## config.mk

```make
export PLATFORM = sky130hd
export DESIGN_NAME = spi_master_cs
export DESIGN_NICKNAME = d
export VERILOG_FILES = /design/src/rtl/spi_pkg.sv /design/src/rtl/spi_cs_decoder.sv /design/src/rtl/spi_master_cs.sv
export SDC_FILE = /design/constraint.sdc
export NUM_CORES = 1
export LEC_CHECK = 0
export CORE_MARGIN = 1.5
export CORE_UTILIZATION = 52
export CTS_CLUSTER_DIAMETER = 40
export CTS_CLUSTER_SIZE = 40
export DETAILED_ROUTE_END_ITERATION = 8
export GPL_TIMING_DRIVEN = 1
export PLACE_DENSITY = 0.79
export SYNTH_ARGS = -nofsm -noshare
export SYNTH_HDL_FRONTEND = slang
export SYNTH_SLANG_ARGS = --single-unit
```

## constraint.sdc

```tcl
create_clock -name clk -period 2.9 [get_ports clk]
set_input_delay 0.29 -clock clk [delete_from_list [all_inputs] [get_ports clk]]
set_output_delay 0.29 -clock clk [all_outputs]
set_load 0.01 [all_outputs]
```

## src/rtl/spi_pkg.sv

```systemverilog
// Shared types and helpers for the SPI master with chip-select decode.
package spi_pkg;

    typedef enum logic [2:0] {
        IDLE,
        SETUP,
        XFER,
        HOLD,
        DONE
    } state_t;

    // {cpol, cpha}
    localparam logic [1:0] MODE0 = 2'b00;
    localparam logic [1:0] MODE1 = 2'b01;
    localparam logic [1:0] MODE2 = 2'b10;
    localparam logic [1:0] MODE3 = 2'b11;

    localparam int MAX_CS = 256;

    function automatic logic [MAX_CS-1:0] cs_mask(input logic [7:0] idx);
        return ~(MAX_CS'(1) << idx);
    endfunction

endpackage

```

## src/rtl/spi_cs_decoder.sv

```systemverilog
// Combinational active-low slave-select decoder with range check.
module spi_cs_decoder
    import spi_pkg::*;
#(
    parameter int NUM_SLAVES = 16,
    parameter int SEL_W      = 4
) (
    input  logic [SEL_W-1:0]      index,
    input  logic                  enable,
    output logic [NUM_SLAVES-1:0] cs_n,
    output logic                  range_ok
);

    localparam logic [SEL_W:0] NUM_S = (SEL_W+1)'(NUM_SLAVES);

    logic [MAX_CS-1:0] mask_full;

    always_comb begin
        range_ok  = ({1'b0, index} < NUM_S);
        mask_full = cs_mask(8'(index));
        cs_n      = (enable && range_ok) ? mask_full[NUM_SLAVES-1:0] : '1;
    end

endmodule

```

## src/rtl/spi_master_cs.sv

```systemverilog
// SPI master with programmable SCLK divider, CPOL/CPHA modes and decoded cs_n.
//
// state | meaning
// IDLE  | waiting for start; sclk parked at last cpol
// SETUP | cs asserted, first bit presented (cpha=0), H cycles
// XFER  | 2*DATA_W sclk edges, one every H cycles
// HOLD  | sclk idle, cs still asserted, H cycles
// DONE  | cs released, rx_data updated, done pulse
module spi_master_cs
    import spi_pkg::*;
#(
    parameter int NUM_SLAVES = 16,
    parameter int SEL_W      = 4,
    parameter int DATA_W     = 8,
    parameter int DIV_W      = 8
) (
    input  logic                  clk,
    input  logic                  rst_n,
    input  logic                  start,
    input  logic [SEL_W-1:0]      slave_sel,
    input  logic                  cpol,
    input  logic                  cpha,
    input  logic [DIV_W-1:0]      clk_div,
    input  logic [DATA_W-1:0]     tx_data,
    input  logic                  miso,
    output logic [DATA_W-1:0]     rx_data,
    output logic                  busy,
    output logic                  done,
    output logic                  sel_err,
    output logic                  sclk,
    output logic                  mosi,
    output logic [NUM_SLAVES-1:0] cs_n
);

    localparam int EW = $clog2(2*DATA_W+1);
    localparam logic [EW-1:0] NUM_EDGES = EW'(2*DATA_W);

    state_t                state, state_nxt;
    logic [DIV_W:0]        cnt, cnt_nxt;
    logic [EW-1:0]         edge_cnt, edge_nxt;
    logic [DATA_W-1:0]     sh, sh_nxt;
    logic [DIV_W-1:0]      div_q, div_nxt;
    logic                  cpol_q, cpol_nxt, cpha_q, cpha_nxt;
    logic [NUM_SLAVES-1:0] cs_n_nxt, dec_cs_n;
    logic [DATA_W-1:0]     rx_nxt;
    logic                  sclk_nxt, mosi_nxt, done_nxt, sel_err_nxt, busy_nxt;
    logic                  range_ok, take_edge, lead;

    spi_cs_decoder #(.NUM_SLAVES(NUM_SLAVES), .SEL_W(SEL_W)) u_dec (
        .index    (slave_sel),
        .enable   (state == IDLE && start),
        .cs_n     (dec_cs_n),
        .range_ok (range_ok)
    );

    // edge_cnt counts edges already issued, so an even count means the next edge leads
    assign lead = ~edge_cnt[0];

    always_comb begin
        state_nxt   = state;
        cnt_nxt     = cnt;
        edge_nxt    = edge_cnt;
        sh_nxt      = sh;
        div_nxt     = div_q;
        cpol_nxt    = cpol_q;
        cpha_nxt    = cpha_q;
        cs_n_nxt    = cs_n;
        rx_nxt      = rx_data;
        sclk_nxt    = sclk;
        mosi_nxt    = mosi;
        done_nxt    = 1'b0;
        sel_err_nxt = 1'b0;
        take_edge   = 1'b0;

        case (state)
            IDLE: begin
                sclk_nxt = cpol_q;
                mosi_nxt = 1'b0;
                cs_n_nxt = '1;
                if (start && range_ok) begin
                    state_nxt = SETUP;
                    cpol_nxt  = cpol;
                    cpha_nxt  = cpha;
                    div_nxt   = clk_div;
                    cnt_nxt   = {1'b0, clk_div};
                    edge_nxt  = '0;
                    sh_nxt    = tx_data;
                    cs_n_nxt  = dec_cs_n;
                    sclk_nxt  = cpol;
                    mosi_nxt  = cpha ? 1'b0 : tx_data[DATA_W-1];
                end else if (start) begin
                    sel_err_nxt = 1'b1;
                end
            end
            SETUP: begin
                if (cnt == '0) begin
                    state_nxt = XFER;
                    take_edge = 1'b1;
                end else begin
                    cnt_nxt = cnt - 1'b1;
                end
            end
            XFER: begin
                if (cnt != '0) begin
                    cnt_nxt = cnt - 1'b1;
                end else if (edge_cnt == NUM_EDGES) begin
                    state_nxt = HOLD;
                    cnt_nxt   = {1'b0, div_q};
                end else begin
                    take_edge = 1'b1;
                end
            end
            HOLD: begin
                sclk_nxt = cpol_q;
                if (cnt == '0) begin
                    state_nxt = DONE;
                    cs_n_nxt  = '1;
                    done_nxt  = 1'b1;
                    rx_nxt    = sh;
                    mosi_nxt  = 1'b0;
                end else begin
                    cnt_nxt = cnt - 1'b1;
                end
            end
            DONE: begin
                state_nxt = IDLE;
                mosi_nxt  = 1'b0;
            end
            default: state_nxt = IDLE;
        endcase

        if (take_edge) begin
            cnt_nxt  = {1'b0, div_q};
            edge_nxt = edge_cnt + 1'b1;
            sclk_nxt = ~sclk;
            if (lead) begin
                if (cpha_q) mosi_nxt = sh[DATA_W-1];
                else        sh_nxt   = {sh[DATA_W-2:0], miso};
            end else begin
                if (cpha_q)                            sh_nxt   = {sh[DATA_W-2:0], miso};
                else if (edge_cnt != NUM_EDGES - 1'b1) mosi_nxt = sh[DATA_W-1];
            end
        end

        busy_nxt = (state_nxt != IDLE);
    end

    always_ff @(posedge clk) begin
        if (!rst_n) begin
            state    <= IDLE;
            cnt      <= '0;
            edge_cnt <= '0;
            sh       <= '0;
            div_q    <= '0;
            cpol_q   <= 1'b0;
            cpha_q   <= 1'b0;
            cs_n     <= '1;
            rx_data  <= '0;
            sclk     <= 1'b0;
            mosi     <= 1'b0;
            done     <= 1'b0;
            sel_err  <= 1'b0;
            busy     <= 1'b0;
        end else begin
            state    <= state_nxt;
            cnt      <= cnt_nxt;
            edge_cnt <= edge_nxt;
            sh       <= sh_nxt;
            div_q    <= div_nxt;
            cpol_q   <= cpol_nxt;
            cpha_q   <= cpha_nxt;
            cs_n     <= cs_n_nxt;
            rx_data  <= rx_nxt;
            sclk     <= sclk_nxt;
            mosi     <= mosi_nxt;
            done     <= done_nxt;
            sel_err  <= sel_err_nxt;
            busy     <= busy_nxt;
        end
    end

endmodule

```

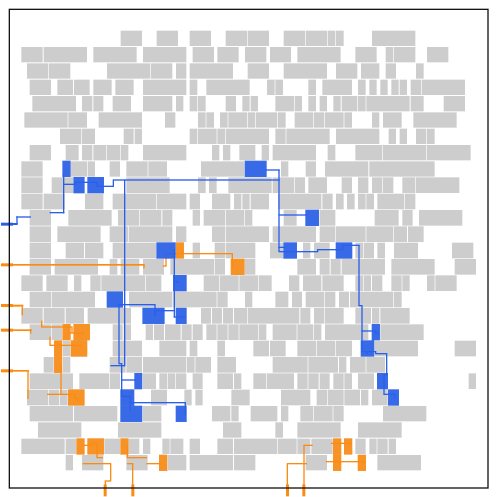
(run_1/port_trees.png)
Drawn at 6 px/µm.
Key: blue = rst_n [bits 1, direction input, edge left, end cells 20, buffers 2, wire 214 µm]; orange = clk_div [bits 8, direction input, edge 4 bottom, 4 left, end cells 16, buffers 8, wire 134 µm]

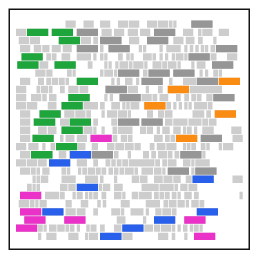
(run_1/ff_map.png)
Drawn at 3 px/µm. Other sequential cells in the stronger grey, the rest of the logic in the fainter grey.
Key: blue = cnt [placed flops 9]; magenta = div_q [placed flops 8]; orange = edge_cnt [placed flops 5, where right middle]; green = cs_n [placed flops 16]

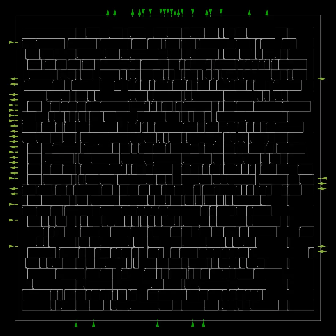
(run_1/placed.png)
placeable core region: 5570 µm²
fillcell total: 485
Seq area share: 33.1%

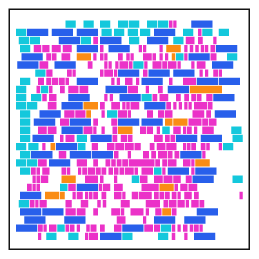
(run_1/class_map.png)
Drawn at 3 px/µm.
Key: orange = clock drivers and dummy loads [cells 16, share of their area 5.1%]; blue = sequential cells [cells 63, share of their area 34%]; cyan = remaining buffers and delay cells [cells 61, share of their area 16%]; magenta = remaining logic cells [cells 286, share of their area 45%]

==> results.txt, run 1 <==
The layout was made with Yosys and OpenROAD.

The final critical path takes up 82.9% of the cycle. Per the OpenROAD power report, leakage power amounts to 1.38 nW. Per the layout report, the design carries 10 non-clock inverters. The final layout reports a setup TNS of 0 ns. Synthesis handed over a netlist of roughly 370 instances. Entering global routing, the biggest net connects 34 pins. By instance count after routing, the leading logic cell type is sky130_fd_sc_hd__nand2_1. The synthesis run identifies the leading combinational cell family as simple AND/OR/NAND/NOR gates. The number of clock-tree buffers in the layout is 10. The net switching component of the power is 0.801 mW. The congestion estimate from routability-driven global placement came to a little over 0.9.

According to the I/O placement log, the pin count is 55. The timing report gives the worst reg2reg path a setup slack of roughly 0.5 ns. The final max-slew violation count recorded for this run is 0. Summing internal, switching and leakage power gives 2.39 mW. The number of antenna diodes in the final layout is 0.

The data arrival at the endpoint of the critical path is 2.69 ns. The peak supply drop is 0.000393 V. TritonCTS created 9 clock buffers. The relative contribution of combinational cells to total power is 26.2%. The clock latency of the later-clocked register in the worst-skew pair is 0.35 ns. The critical path's slowest stage uses the library cell sky130_fd_sc_hd__o21ai_2. The detailed-route wire length per cell is between 15 and 20 µm. The signal on the critical path passes through inv_1, ha_1, or4b_4, nor2_2, a21oi_1, o21ai_2, o32a_1. The flow ran to the end, and the final reports show no timing, DRC or antenna violations. Net switching is around 34% of the power. For the finished layout, the period the worst path requires is 2.40 ns. The number of non-clock buffers is 61. The TritonCTS clock tree is built. Registers are responsible for a little over two fifths of the overall power.

Per the final report, the share of cell area in clock cells is 4.95%. The highest attainable clock frequency is 416 MHz. The delay of the slowest critical-path stage is 0.53 ns. TritonCTS reports the number of clock sinks as around 63. Looking at the critical path, the highest net fanout was 16. The area taken by sequential standard cells is reported as 1260 µm².

For this configuration, the core starts out at a cell density of 54.6%. The post-cts resize count is 0. The power report lists cell-internal power as about 1.6 mW. Per the cell usage report, the commonest logic cells after layout are sky130_fd_sc_hd__nand2_1 (72), sky130_fd_sc_hd__dfxtp_1 (63), sky130_fd_sc_hd__clkdlybuf4s50_1 (53).

Sequential cells placed in the final layout were counted as approximately 63. The clock root buffer is sky130_fd_sc_hd__clkbuf_8. The power report attributes to the clock group a share of approximately 31%. The required time at the endpoint of the critical path is 3.19 ns. The multi-input logic cell count is 276. The first-pass detailed-route iteration total is 5. Summing the areas of all fa, ha and maj instances in the mapped netlist gives about 2% of the synthesized area. The H-tree depth reported by CTS is 3. Per Yosys stat, the portion of area used by sequential elements is 41.4%.

Counting every net in the synthesized netlist gives between 400 and 500. In this run the critical register-to-register path is launched from cnt[0]. The pin slew with the least headroom to its limit is 0.898 ns.
run 1: per-layer routing:
metal  part of all wire (%)  vias to the layer above  track usage, %  routed length (µm)
li1                       -                     1449               -                   -
met1                     46                     1400            35.8                3650
met2                     46                      113            41.4                3650
met3                    6.2                       21            5.60                 496
met4                    2.4                        0            13.0                 190
met5                      0                        -               0                   0
run 1: synth_stat cells, types with 2 or more instances:
master | count | area (µm²)
sky130_fd_sc_hd__nor2_1 | 23 | 86.3
sky130_fd_sc_hd__a211oi_1 | 2 | 15.0
sky130_fd_sc_hd__nor3b_1 | 3 | 22.5
sky130_fd_sc_hd__inv_1 | 9 | 33.8
sky130_fd_sc_hd__o211ai_1 | 2 | 15.0
sky130_fd_sc_hd__a311oi_1 | 12 | 105
sky130_fd_sc_hd__a211o_1 | 2 | 17.5
sky130_fd_sc_hd__o2bb2ai_1 | 2 | 17.5
sky130_fd_sc_hd__and2_1 | 2 | 12.5
sky130_fd_sc_hd__nand3_1 | 17 | 85.1
sky130_fd_sc_hd__buf_4 | 3 | 22.5
sky130_fd_sc_hd__a21o_1 | 3 | 22.5
sky130_fd_sc_hd__a2bb2oi_1 | 4 | 35.0
sky130_fd_sc_hd__nand2b_1 | 3 | 18.8
sky130_fd_sc_hd__ha_1 | 5 | 62.6
sky130_fd_sc_hd__o32a_1 | 3 | 30.0
sky130_fd_sc_hd__nor3_1 | 9 | 45.0
sky130_fd_sc_hd__o22a_1 | 7 | 61.3
sky130_fd_sc_hd__o21a_1 | 3 | 22.5
sky130_fd_sc_hd__or3_1 | 2 | 12.5
sky130_fd_sc_hd__buf_2 | 2 | 10.0
sky130_fd_sc_hd__a31oi_1 | 2 | 12.5
sky130_fd_sc_hd__dfxtp_1 | 63 | 1260
sky130_fd_sc_hd__a21oi_1 | 36 | 180
sky130_fd_sc_hd__nand2_1 | 72 | 270
sky130_fd_sc_hd__a22oi_1 | 4 | 30.0
sky130_fd_sc_hd__or4_1 | 2 | 15.0
sky130_fd_sc_hd__nand3b_1 | 3 | 22.5
sky130_fd_sc_hd__and3_1 | 7 | 43.8
sky130_fd_sc_hd__clkbuf_1 | 15 | 56.3
sky130_fd_sc_hd__nor2b_1 | 4 | 25.0
sky130_fd_sc_hd__o31ai_1 | 4 | 30.0
sky130_fd_sc_hd__o21ai_0 | 8 | 40.0
run 1: how the worst max path moves through the flow:
stage / to / cells past startpoint / from
floorplan: cnt[4] / 6 / cnt[0]
global placement: cs_n[2] / 4 / start
detailed placement: cs_n[2] / 7 / cnt[0]
CTS: cs_n[2] / 7 / cnt[0]
global route: sh[7] / 7 / cnt[0]
finish: cs_n[2] / 7 / cnt[0]
run 1: metrics by stage:
step / cell area, µm² / util (%) / setup slack (ns)
floorplan: 3050 / - / 0.769
global placement: 3630 / 65.1 / 0.619
detailed placement: 3630 / 65.1 / 0.534
CTS: 3810 / 68.4 / 0.525
global route: 3810 / 68.4 / 0.359
finish: 3810 / 68.4 / 0.496
run 1: worst min-delay path, delay by kind of cell, from the launching register on:
kind / cells / cell delay, ns
and+or+nand+nor: 1 / 0.05
DFF: 1 / 0.31
AOI/OAI and AO/OA: 1 / 0.05
## Run 2: what changed since run 1
--- a/config.mk
+++ b/config.mk
@@ -6,12 +6,12 @@
 export NUM_CORES = 1
 export LEC_CHECK = 0
 export CORE_MARGIN = 1.5
-export CORE_UTILIZATION = 52
+export CORE_UTILIZATION = 47
 export CTS_CLUSTER_DIAMETER = 40
 export CTS_CLUSTER_SIZE = 40
 export DETAILED_ROUTE_END_ITERATION = 8
 export GPL_TIMING_DRIVEN = 1
-export PLACE_DENSITY = 0.79
+export PLACE_DENSITY = 0.76
 export SYNTH_ARGS = -nofsm -noshare
 export SYNTH_HDL_FRONTEND = slang
 export SYNTH_SLANG_ARGS = --single-unit
==> constraint.sdc (replaced) <==
create_clock -name clk -period 2 [get_ports clk]
set_input_delay 0.2 -clock clk [delete_from_list [all_inputs] [get_ports clk]]
set_output_delay 0.2 -clock clk [all_outputs]
set_load 0.01 [all_outputs]
==> run 2 against run 1 <==
Effect of this change:
- total power increased by 69%
- critical path depth increased by 1
- clock skew increased by 0.0020 ns
- via count increased by 6.4%
- critical path type unchanged
- critical endpoint is now sh[4]
==> results.txt, run 2 <==
The layout was made with Yosys and OpenROAD.

The startpoint of the worst register-to-register path is cnt[0] (unchanged). The pin count of the biggest net entering global routing was 26 (was 34). Top post-synthesis cells by area: sky130_fd_sc_hd__dfxtp_1 (41%), sky130_fd_sc_hd__nand2_1 (8.9%), sky130_fd_sc_hd__a21oi_1 (5.9%), sky130_fd_sc_hd__a311oi_1 (3.5%), sky130_fd_sc_hd__nor2_1 (2.8%) (unchanged). The portion of the post-synthesis area used by sequential elements is 41.4% (unchanged). The relative contribution of combinational cells to total power was 32.1% (was 26.2%).

The internal power is 2.76 mW (was 1.59 mW). The number of max-slew violations in the final report is 0 (unchanged). The proportion of power drawn by the clock network was 31.8% (was 31.1%). The fraction of the cycle the final worst path needs is 97.7% (was 82.9%).

The chip area is 6970 µm² (was 6330 µm²). The post-route cell area came to 4280 µm² (was 3810 µm²). The data arrival at the endpoint of the critical path is 2.17 ns (was 2.69 ns).

The peak supply drop is 0.000545 V (was 0.000393 V). The delay of the slowest critical-path stage is 0.49 ns (was 0.53 ns). The clock period minus worst slack came to 1.95 ns (was 2.40 ns).

The clock root buffer is sky130_fd_sc_hd__clkbuf_8 (unchanged). The clock latency of the later-clocked register in the worst-skew pair is 0.34 ns (was 0.35 ns). The total inserted antenna cells was 0 (unchanged). The TritonCTS clock tree was built (unchanged).

The maximum fanout encountered on the critical timing path is 16 (unchanged). The cell taking the most area after synthesis is sky130_fd_sc_hd__dfxtp_1 (unchanged). The aggregate negative setup slack is 0 ns (unchanged). The number of buffers added by the clock tree synthesis step is 9 (unchanged). The number of sinks driven by the clock tree is 63 (unchanged). The post-synthesis net count is 401 (unchanged). The required time at the endpoint of the critical path is 2.22 ns (was 3.19 ns).

Outcome: finished clean (unchanged). The smallest setup slack after layout is 0.0466 ns (was 0.496 ns). Cells along the critical path: inv_2, ha_4, or4b_4, nor3_4, nand3b_1, buf_12, nor2_1, a311oi_2 (was inv_1, ha_1, or4b_4, nor2_2, a21oi_1, o21ai_2, o32a_1).

The detailed-route wire length per cell came to 16.3 µm (was 16.0 µm). The number of hold buffers added after cts is 0 (unchanged). The portion of total power attributed to sequential cells is 36.1% (was 42.7%).

The core utilization at floorplan is 48.2% (was 54.6%). The pre-CTS worst setup slack is 0.00705 ns (was 0.534 ns). The placed instance area is 3930 µm² (was 3630 µm²). The count of pins on the block boundary is 55 (unchanged).

The post-synthesis cell count came to 370 (unchanged). The net switching component of the power is 1.26 mW (was 0.801 mW). The first-pass detailed-route iteration total is 4 (was 5). The highest attainable clock frequency is 512 MHz (was 416 MHz). The fraction of power spent switching nets was 31.4% (was 33.5%).

The most common logic cell in the routed design is sky130_fd_sc_hd__nand2_1 (unchanged). The sum of internal, switching and leakage power is 4.03 mW (was 2.39 mW). The leakage power total is 1.62 nW (was 1.38 nW).

The final weighted congestion in routability-driven placement is 0.913 (was 0.907). The leading cell type by number of instances after synthesis is sky130_fd_sc_hd__nand2_1 (unchanged). Synth top cells by count: sky130_fd_sc_hd__nand2_1 (72), sky130_fd_sc_hd__dfxtp_1 (63), sky130_fd_sc_hd__a21oi_1 (36) (unchanged).

The worst-case register-to-register setup slack was 0.05 ns (was 0.50 ns). The H-tree depth reported by CTS came to 3 (unchanged).
==> run 2: area by class of cell <==
class	instances	area, µm²
Clock buffer	12	165
Clock inverter	3	65.1
Fill cell	517	2030
Inverter	10	37.5
Multi-Input combinational cell	276	1760
Sequential cell	63	1260
Tap cell	77	96.3
Timing Repair Buffer	98	893
==> run 2: cell families after synthesis <==
family                   after synthesis  synth area share, %
flip-flops                            63                 41.4
adder cells (fa/ha/maj)                5                 2.05
multiplexers                           1                0.370
other                                  1                0.123
AND/OR/NAND/NOR                      159                 26.0
AND-OR/OR-AND                        108                 24.9
XOR/XNOR                               2                0.575
buffers and inverters                 31                 4.52
==> run 2: what timing repair did <==
action	4_1_cts	5_1_grt
setup endpoints to repair	1	35
pin swaps	1	5
setup buffers	0	2
gates resized	0	23
==> run 2: worst reg2reg max path: stages (launching register included) <==
cell and delay [ns]:
sky130_fd_sc_hd__dfxtp_2 0.32, sky130_fd_sc_hd__inv_2 0.08, sky130_fd_sc_hd__ha_4 0.14, sky130_fd_sc_hd__or4b_4 0.49, sky130_fd_sc_hd__nor3_4 0.24, sky130_fd_sc_hd__nand3b_1 0.18
sky130_fd_sc_hd__buf_12 0.19, sky130_fd_sc_hd__nor2_1 0.13, sky130_fd_sc_hd__a311oi_2 0.07
==> run 2: power groups by stage <==
| stage | clock network (mW) | registers, mW | logic (mW) |
|---|---|---|---|
| 3_5_place_dp | 0 | 1.47 | 1.14 |
| 5_1_grt | 1.35 | 1.47 | 1.39 |
| 4_1_cts | 1.30 | 1.44 | 1.16 |
| 3_3_place_gp | 0 | 1.47 | 1.12 |
| 2_1_floorplan | 0 | 1.46 | 0.675 |
| 6_report | 1.28 | 1.45 | 1.29 |
==> run 2: worst max-delay path by stage <==
stage,from,endpoint,depth (start not counted)
2_1_floorplan,cnt[0],cnt[8],7
3_3_place_gp,cnt[0],cnt[8],7
3_5_place_dp,cnt[0],cnt[8],7
4_1_cts,cnt[4],cnt[8],5
5_1_grt,cnt[0],sh[1],7
6_report,cnt[0],sh[4],8
==> run 2: routing by layer <==
metal / global-route usage, % / vias to the layer above / share of wire, %
met5: 0 / - / 0
li1: - / 1519 / -
met3: 6.03 / 22 / 6.8
met1: 34.0 / 1483 / 44
met4: 12.4 / 0 / 2.7
met2: 40.7 / 151 / 47
==> run 2: per-stage QoR <==
stage | hold slack (ns) | util (%)
after CTS | 0.416 | 65.9
final | 0.426 | 67.8
after global placement | 0.441 | 62.3
after floorplan | 0.336 | -
after detailed placement | 0.445 | 62.3
after global routing | 0.457 | 67.8
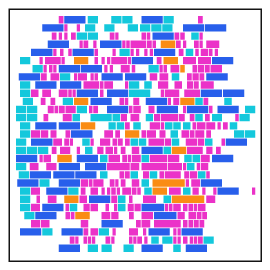
(run_2/class_map.png)
Drawn at 3 px/µm.
Key: orange = clock drivers and dummy loads [cells 15, share of their area 5.5%]; cyan = remaining buffers and delay cells [cells 98, share of their area 21%]; magenta = remaining logic cells [cells 286, share of their area 43%]; blue = sequential cells [cells 63, share of their area 30%]

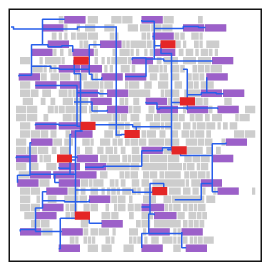
(run_2/clock_wires.png)
Drawn at 3 px/µm.
Key: red = clock-net drivers [count 9]; blue = clock wires [length 834 µm]; purple = flip-flops [count 63]
Position of the flops: all over the die. There are 10 routed clock nets.

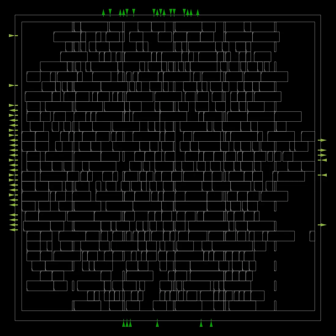
(run_2/placed.png)
Tap Count: 77
fillcell total: 517
placeable core region: 6310 µm²

No activity file was given, so power comes from the tool's default toggle rates.
